## config.mk

```make
export PLATFORM = sky130hd
export DESIGN_NAME = serial_sub_ctrl
export DESIGN_NICKNAME = d
export VERILOG_FILES = /design/src/rtl/serial_sub_pkg.sv /design/src/rtl/sub_bit_cell.sv /design/src/rtl/serial_sub_ctrl.sv
export SDC_FILE = /design/constraint.sdc
export NUM_CORES = 1
export LEC_CHECK = 0
export CAP_MARGIN = 10
export CORE_MARGIN = 2
export CORE_UTILIZATION = 50
export CTS_CLUSTER_DIAMETER = 30
export CTS_CLUSTER_SIZE = 12
export DETAILED_ROUTE_END_ITERATION = 7
export PLACE_DENSITY = 0.8
export SLEW_MARGIN = 20
export SYNTH_ARGS = -nofsm -noshare
export SYNTH_HDL_FRONTEND = slang
export SYNTH_HIERARCHICAL = 1
export SYNTH_SLANG_ARGS = --single-unit
```

## constraint.sdc

```tcl
create_clock -name clk -period 2.45 [get_ports clk]
set_input_delay 0.49 -clock clk [delete_from_list [all_inputs] [get_ports clk]]
set_output_delay 0.49 -clock clk [all_outputs]
set_load 0.01 [all_outputs]
```

## src/rtl/serial_sub_pkg.sv

```systemverilog
// rtl/serial_sub_pkg.sv - shared state encoding and width default for the serial subtractor
package serial_sub_pkg;

   localparam int SUB_W_DEFAULT = 32;

   typedef enum logic [1:0] {
      IDLE  = 2'b00,
      SHIFT = 2'b01,
      DONE  = 2'b10
   } state_t;

endpackage

```

## src/rtl/sub_bit_cell.sv

```systemverilog
// rtl/sub_bit_cell.sv - one-bit full subtractor cell (difference and borrow-out)
module sub_bit_cell (
   output logic bout,
   output logic d,
   input  logic a,
   input  logic b,
   input  logic bin
);

   assign d    = a ^ b ^ bin;
   assign bout = (~a & b) | (~(a ^ b) & bin);

endmodule

```

## src/rtl/serial_sub_ctrl.sv

```systemverilog
// rtl/serial_sub_ctrl.sv - bit-serial W-bit subtractor with valid/ready handshakes
// Optional SERIAL_SUB_SAT_EN: diff reads 0 in DONE when the result borrowed.
module serial_sub_ctrl
   import serial_sub_pkg::*;
#(
   parameter int W = SUB_W_DEFAULT
) (
   input  logic         clk,
   input  logic         rst_n,
   input  logic         start_valid,
   output logic         start_ready,
   input  logic [W-1:0] a,
   input  logic [W-1:0] b,
   output logic         res_valid,
   input  logic         res_ready,
   output logic [W-1:0] diff,
   output logic         borout,
   output logic         busy
);

   localparam int CW = $clog2(W);

   state_t        state;
   state_t        state_nx;
   logic [W-1:0]  a_sh;
   logic [W-1:0]  b_sh;
   logic [W-1:0]  diff_r;
   logic [CW-1:0] cnt;
   logic          bin;
   logic          d_bit;
   logic          bout_bit;
   logic          accept;
   logic          last_bit;

   assign accept   = start_valid && (state == IDLE);
   assign last_bit = (cnt == CW'(W - 1));

   sub_bit_cell u_cell (
      .bout (bout_bit),
      .d    (d_bit),
      .a    (a_sh[0]),
      .b    (b_sh[0]),
      .bin  (bin)
   );

   always_ff @(posedge clk or negedge rst_n) begin
      if (!rst_n) begin
         state <= IDLE;
      end else begin
         state <= state_nx;
      end
   end

   always_comb begin
      state_nx = state;
      case (state)
         IDLE:    if (start_valid) state_nx = SHIFT;
         SHIFT:   if (last_bit)    state_nx = DONE;
         DONE:    if (res_ready)   state_nx = IDLE;
         default: state_nx = IDLE;
      endcase
   end

   // Difference bits enter at the MSB so bit 0 lands in place after W shifts.
   always_ff @(posedge clk or negedge rst_n) begin
      if (!rst_n) begin
         a_sh   <= '0;
         b_sh   <= '0;
         diff_r <= '0;
         bin    <= 1'b0;
         cnt    <= '0;
      end else if (accept) begin
         a_sh   <= a;
         b_sh   <= b;
         diff_r <= '0;
         bin    <= 1'b0;
         cnt    <= '0;
      end else if (state == SHIFT) begin
         a_sh   <= a_sh >> 1;
         b_sh   <= b_sh >> 1;
         diff_r <= {d_bit, diff_r[W-1:1]};
         bin    <= bout_bit;
         cnt    <= cnt + CW'(1);
      end
   end

   assign start_ready = (state == IDLE);
   assign res_valid   = (state == DONE);
   assign busy        = (state == SHIFT);
   assign borout      = bin;

`ifdef SERIAL_SUB_SAT_EN
   assign diff = (res_valid && bin) ? '0 : diff_r;
`else
   assign diff = diff_r;
`endif

endmodule

```

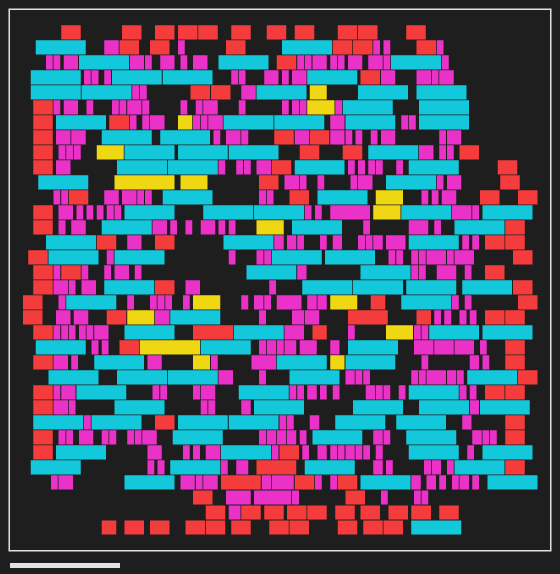
Fig. 1. Cells colored by class (run 1).
Scale bar: 20 um.
[magenta] all other logic | cells: 323
[yellow] clock drivers and dummy loads | cells: 16
[red] other buffers and delay cells | cells: 110
[cyan] flip-flops | cells: 104

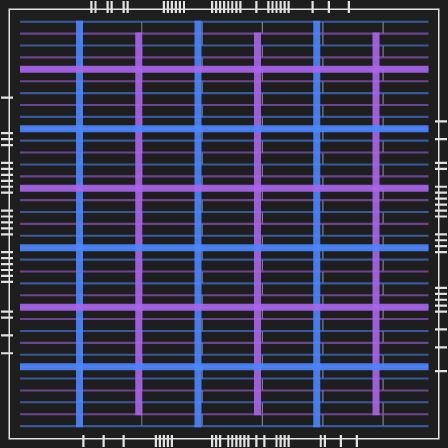
Fig. 2. PDN straps and rails (run 1).
Pins as bars on the die edge. Tap cells in gray.
[purple] VDD
[blue] VSS
met5 straps: 6
signal pins: 104

==> summary.txt, run 1 <==
run metrics: main flop type after synthesis sky130_fd_sc_hd__dfrtp_1, reg2reg start state[1]$_DFFE_PN0P_, number of diodes 0, TritonCTS clock tree built, relative slew slack 0.664, share of the synthesized area in the top cell type 0.591, first-pass GRT wire length 16100 um, height of the die 97.9 um, number of buffers inserted for hold repair after clock tree synthesis 0, placer congestion estimate 0.741, clock root buffer sky130_fd_sc_hd__clkbuf_8, I/O pin cnt 104, utilization after layout 0.664, Compound-Gate Fraction of Synth Area 0.112, Tightest Pin Transition 0.504 ns, tool warning count 26, post-placement cell area 0.00551 mm^2, final period demand of the worst path 2.21 ns, GRT Residual Overflow 0, static leakage power 2.80 nW, crit end category output port, worst-path cell with the longest stage delay sky130_fd_sc_hd__clkdlybuf4s50_1, Hold Fails Final Rpt 0, XORs/XNORs by Area 0, most common cell in the synthesized netlist sky130_fd_sc_hd__nand2_1, share of layout cells above drive strength 1 0.0705, tally of max-capacitance violations 0, number of max-slew violations in the final report 0, initial core utilization 0.510, mapped cell area 0.00441 mm^2, number of vias after detailed routing 3482, number of remaining DRC errors 0, count of cells resized by post-cts repair 0, total power 0.00642 W, count of buffers added by post-CTS timing repair for setup 0, final setup margin 0.243 ns, Setup CP Type flop to output port, Initial DRC Count 207, kind of cell adding the most delay to the critical path buffers and inverters, power per cell area 1120 mW/mm^2, area of the chip 0.00958 mm^2, CTS sink cnt 104, biggest cell delay along the critical path 0.54 ns, share of synthesized area spent on multiplexers 0.00227, fraction of registers with async set or reset after synthesis 1.00, dominant cells by area after synthesis sky130_fd_sc_hd__dfrtp_1, sky130_fd_sc_hd__nand2_1, sky130_fd_sc_hd__a22oi_1, sky130_fd_sc_hd__nand3_1, sky130_fd_sc_hd__buf_2, nets@finish 619, number of placed instances, taps included 645, global routing met2 resource utilization 0.330, startpoint kind of the worst setup timing path flop, last element of the critical path busy, total of flip-flops plus latches after synthesis 104, simple share 0.240, HPWL after detailed placement 6180 um, result of the run complete, no violations, Buf/Inv on CP 2, global-route usage over all layers 0.204, total cells reported by yosys after synthesis 460, GR met1 Demand/Resource 0.280, mean instance size in the synthesized netlist 9.58 um^2, worst hold path class input port to async pin, placeable core region 0.00864 mm^2, most congested layer reported by global routing met2, First-pass DRT Iterations 5, Clock Path Buffers 2, Syn Nets 531, dominant logic cell type in the layout sky130_fd_sc_hd__nand2_1, number of standard cells in the final layout excluding fillers 661, maximum number of pins on one net before global-route repair 99, number of placement rows 34, GR met3 Demand/Resource 0.0523, Chip Area, Yosys 0.00441 mm^2, worst-case reg-to-reg path depth 5, met1 routed wirelength after detailed routing 4250 um, number of enable-type register cells in the synthesized netlist 0, main combinational cell family by area after synthesis simple AND/OR/NAND/NOR gates, setup repair after global routing missed its margin no, post-layout period usage of the worst path 0.901, final antenna-violating net count 0, ordered list of cells on the worst path nand2b_2, inv_2, clkdlybuf4s50_1, Critical Path AT 1.72 ns, Filler Cell Count 716, Max Fclk 0.453 GHz, area grow syn2layout 30.2%, most numerous logic cells after layout sky130_fd_sc_hd__nand2_1, sky130_fd_sc_hd__dfrtp_1, sky130_fd_sc_hd__clkdlybuf4s50_1, top sig layer met4, gate count after technology mapping 460, launching element of the worst setup path state[1]$_DFFE_PN0P_, number of distinct library cell variants in the gate-level netlist after synthesis 25, post-route design area 0.00574 mm^2, vias in the first global route 3378, WL final 9460 um, total setup violations reported at the end of the flow 0, flop2flop setup slack 0.80 ns, Setup TNS Final 0 ns, total met3 wirelength after detailed routing 398 um, terminus of the critical flop-to-flop path cnt[3]$_DFFE_PN0P_, chip width 97.9 um, total number of cells along the worst setup path 3, initial antenna violation count 0, clock-pin slew on the worst setup and hold paths 0.10 ns, yosys warning tally 6, DR WL met2 4720 um, maximum vdd ir drop 0.555 mV, Port Buf Inserts 103
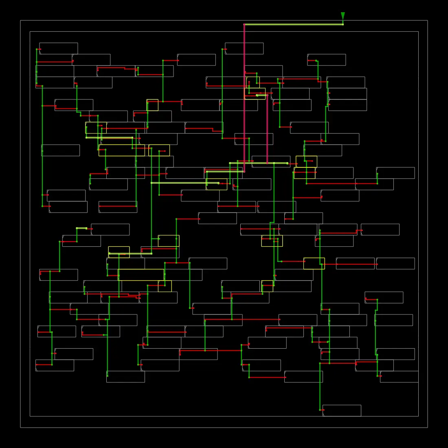
Fig. 3. Clock routing (run 1).
clock tree skew after final layout: 0.00578 ns
number of CTS-inserted buffers: 9
power dissipated in the clock network: 0.00119 W
clock latency on the worst-skew pair: 0.35 ns
total number of sequential cells: 104

run 1: report_power, final:
group          total, W  leakage (nW)  internal, W  switching [W]
clock           0.00119         0.109     0.000607       0.000584
combinational   0.00233          1.35      0.00113        0.00121
sequential      0.00290          1.35      0.00241       0.000489
total           0.00642          2.80      0.00414        0.00228
run 1: area by class of cell:
cell class / count / area [um^2] / share of cell area
Clock buffer: 10 / 138 / 0.0240
Clock inverter: 6 / 92.6 / 0.0161
Inverter: 3 / 11.3 / 0.00196
Multi-Input combinational cell: 320 / 1630 / 0.284
Sequential cell: 104 / 2600 / 0.454
Tap cell: 108 / 135 / 0.0236
Timing Repair Buffer: 110 / 1130 / 0.197
run 1: registers in the layout (all words and copies together) (netlist names):
signal / cells
b_sh: 32
borout: 1
a_sh: 32
diff: 32
cnt: 5
state: 2
==> inputs of run 2 (changes only) <==
Settings changed: GPL_TIMING_DRIVEN from default to 0, SETUP_SLACK_MARGIN from default to 0.02.
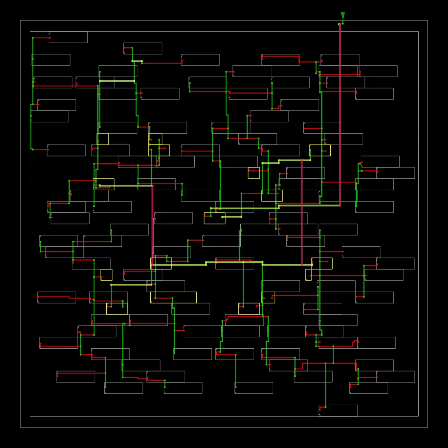
Fig. 4. Clock routing (run 2).
clock latency on the worst-skew pair: 0.37 ns
CTS sink cnt: 104
clock tree skew after final layout: 0.00870 ns

==> run 2 against run 1 <==
Compared with the run above:
- critical endpoint unchanged
- clock-buffer cell count stayed put
- clock skew grew 0.0029 ns
- largest cell class unchanged
- sequential share of layout area fell by 0.48 points
==> summary.txt, run 2 <==
run metrics: part of the total power dissipated in sequential elements 0.449 (-0.002), fraction of registers with async set or reset after synthesis 1.00 (unchanged), power per cell area 1100 mW/mm^2 (-1.3%), number of multi-input combinational cells in the layout 320 (unchanged), first-pass GRT wire length 16500 um (+2.4%), tool warning count 26 (unchanged), top cells by count sky130_fd_sc_hd__nand2_1, sky130_fd_sc_hd__dfrtp_1, sky130_fd_sc_hd__a22oi_1, worst-case reg-to-reg path depth 6 (+1), reg2reg start state[1]$_DFFE_PN0P_, number of vias per cell after detailed routing 5.32, clkbuf count 10 (unchanged), non-clock buffer share of cell area 0.214 (+0.0169), dominant logic cell type in the layout sky130_fd_sc_hd__nand2_1, most numerous logic cells after layout sky130_fd_sc_hd__nand2_1, sky130_fd_sc_hd__dfrtp_1, sky130_fd_sc_hd__clkdlybuf4s50_1, Internal Power 0.00406 W (-1.9%), sequential portion of the cell area 0.449 (-0.00480), most common cell in the synthesized netlist sky130_fd_sc_hd__nand2_1, Buf/Inv on CP 2 (unchanged), relative slew slack 0.703 (+0.0393), total cells reported by yosys after synthesis 460 (unchanged), total setup violations reported at the end of the flow 0 (unchanged), number of enable-type register cells in the synthesized netlist 0 (unchanged), largest power group registers, height of the die 97.9 um (unchanged), GRT Residual Overflow 0 (unchanged), Setup TNS Final 0 ns (unchanged), nets@finish 645 (+4.2%), terminus of the critical flop-to-flop path diff[18]$_DFFE_PN0P_, result of the run complete, no violations, post-placement cell area 0.00560 mm^2 (+1.7%), GR met1 Demand/Resource 0.286 (+0.00589), switching share of total power 0.365 (+0.0102), count of buffers added by post-CTS timing repair for setup 0 (unchanged), ordered list of cells on the worst path nand2b_1, inv_4, clkdlybuf4s50_1, launching element of the worst setup path state[1]$_DFFE_PN0P_, TritonCTS clock tree built, initial antenna violation count 0 (unchanged), highest fanout seen on the critical path 18, final setup margin 0.132 ns (-0.112 ns), total of plain and repair buffers excluding clock buffers 136 (+24%), tally of max-capacitance violations 0 (unchanged), total number of cells along the worst setup path 3 (unchanged), worst-path cell with the longest stage delay sky130_fd_sc_hd__clkdlybuf4s50_1, Syn Nets 531 (unchanged), startpoint kind of the worst setup timing path flop, maximum number of pins on one net before global-route repair 66 (-33%), fraction of power consumed by the clock network 0.170 (-0.016), static leakage power 2.88 nW (+2.8%), utilization after layout 0.671 (+0.00710), Setup CP Type flop to output port, initial core utilization 0.510 (unchanged), biggest area consumer among cell classes flip-flops and latches, mapped cell area 0.00441 mm^2 (unchanged), fraction of the yosys area taken by sequential cells 0.591, P_seq 0.00287 W (about the same), HPWL after detailed placement 6890 um (+11%), crit end category output port, number of max-slew violations in the final report 0 (unchanged), number of placed instances, taps included 672 (+4.2%), total power 0.00640 W (-0.28%), I/O pin cnt 104 (unchanged), yosys warning tally 6 (unchanged), GR met3 Demand/Resource 0.0465 (-0.00573), worst hold path class input port to async pin, routed len/inst 14.3 um, area grow syn2layout 31.6%, number of non-clock inverters in the layout 3 (unchanged), number of placement rows 34 (unchanged), gate count after technology mapping 460 (unchanged), area of the multi-input gates 0.00161 mm^2 (-1.2%), clk cell area share 0.0341 (-0.00604), Initial DRC Count 149 (-28%), placer congestion estimate 0.798 (+7.6%), WL final 9860 um (+4.3%), Hold Fails Final Rpt 0 (unchanged), Filler Cell Count 696 (-2.8%), number of distinct library cell variants in the gate-level netlist after synthesis 25 (unchanged), final period demand of the worst path 2.32 ns (+0.112 ns), switching pwr 0.00234 W (+2.6%), number of standard cells in the final layout excluding fillers 687 (+3.9%), total number of sequential cells 104 (unchanged), Chip Area, Yosys 0.00441 mm^2 (unchanged), post-route design area 0.00580 mm^2 (+1.1%), flop2flop setup slack 0.88 ns (+0.08 ns), Hold Worst Slack 0.0162 ns, share of the synthesized area in the top cell type 0.591 (unchanged), chip width 97.9 um (unchanged), First-pass DRT Iterations 6 (+1), Logic pwr share 0.382 (+0.019), vias in the first global route 3491 (+3.3%), area of the chip 0.00958 mm^2 (unchanged), combinational power 0.00244 W (+5%), mean instance size in the synthesized netlist 9.58 um^2 (unchanged), global routing met2 resource utilization 0.344 (+0.0137), number of diodes 0 (unchanged), Tapcells 108 (unchanged), critical path required time 1.96 ns, kind of cell adding the most delay to the critical path buffers and inverters, Port Buf Inserts 103 (unchanged), maximum vdd ir drop 0.481 mV (-13%), Tightest Pin Transition 0.445 ns (-0.0589 ns), Max Fclk 0.431 GHz (-4.8%), biggest cell delay along the critical path 0.57 ns (+0.03 ns), dominant cells by area after synthesis sky130_fd_sc_hd__dfrtp_1, sky130_fd_sc_hd__nand2_1, sky130_fd_sc_hd__a22oi_1, sky130_fd_sc_hd__nand3_1, sky130_fd_sc_hd__buf_2, number of remaining DRC errors 0 (unchanged), setup repair after global routing missed its margin no, most congested layer reported by global routing met2, global-route usage over all layers 0.211 (+0.00702), Place WS 0.117 ns, clock root buffer sky130_fd_sc_hd__clkbuf_8, share of cell area taken by multi-input logic gates 0.277 (-0.00624), post-layout period usage of the worst path 0.946 (+0.0456), main flop type after synthesis sky130_fd_sc_hd__dfrtp_1, most area-hungry cell type in the Yosys netlist sky130_fd_sc_hd__dfrtp_1, number of CTS-inserted buffers 9 (unchanged), last element of the critical path busy, placeable core region 0.00864 mm^2 (unchanged), final antenna-violating net count 0 (unchanged), Critical Path AT 1.83 ns (+0.11 ns), number of vias after detailed routing 3658 (+5.1%), share of layout cells above drive strength 1 0.102 (+0.0314), power dissipated in the clock network 0.00109 W (-8%), Clock Path Buffers 2 (unchanged), clock-pin slew on the worst setup and hold paths 0.10 ns (about the same), Max H-tree Level 3, area of all sequential standard cells 0.00260 mm^2 (unchanged), total of flip-flops plus latches after synthesis 104 (unchanged)
==> run 2: cell counts after synthesis <==
Identical to the previous run, type by type.
==> run 2: logic make-up after synthesis <==
| logic type | Yosys count | share of synthesized area |
|---|---|---|
| adder cells (fa/ha/maj) | 3 | 0.0102 |
| buffers and inverters | 36 | 0.0446 |
| multiplexers | 1 | 0.00227 |
| AND-OR/OR-AND | 67 | 0.112 |
| flip-flops | 104 | 0.591 |
| AND/OR/NAND/NOR | 249 | 0.240 |
==> run 2: metal layers <==
metal	vias up	routed length (um)
met4	0	132
met3	10	478
li1	1765	-
met1	1787	4310
met2	96	4930
met5	-	0
==> run 2: repair_timing <==
action                     CTS  global route
hold buffers                 0             0
gates resized                1             0
setup endpoints to repair    1             0
Power and IR drop assume default switching activity.
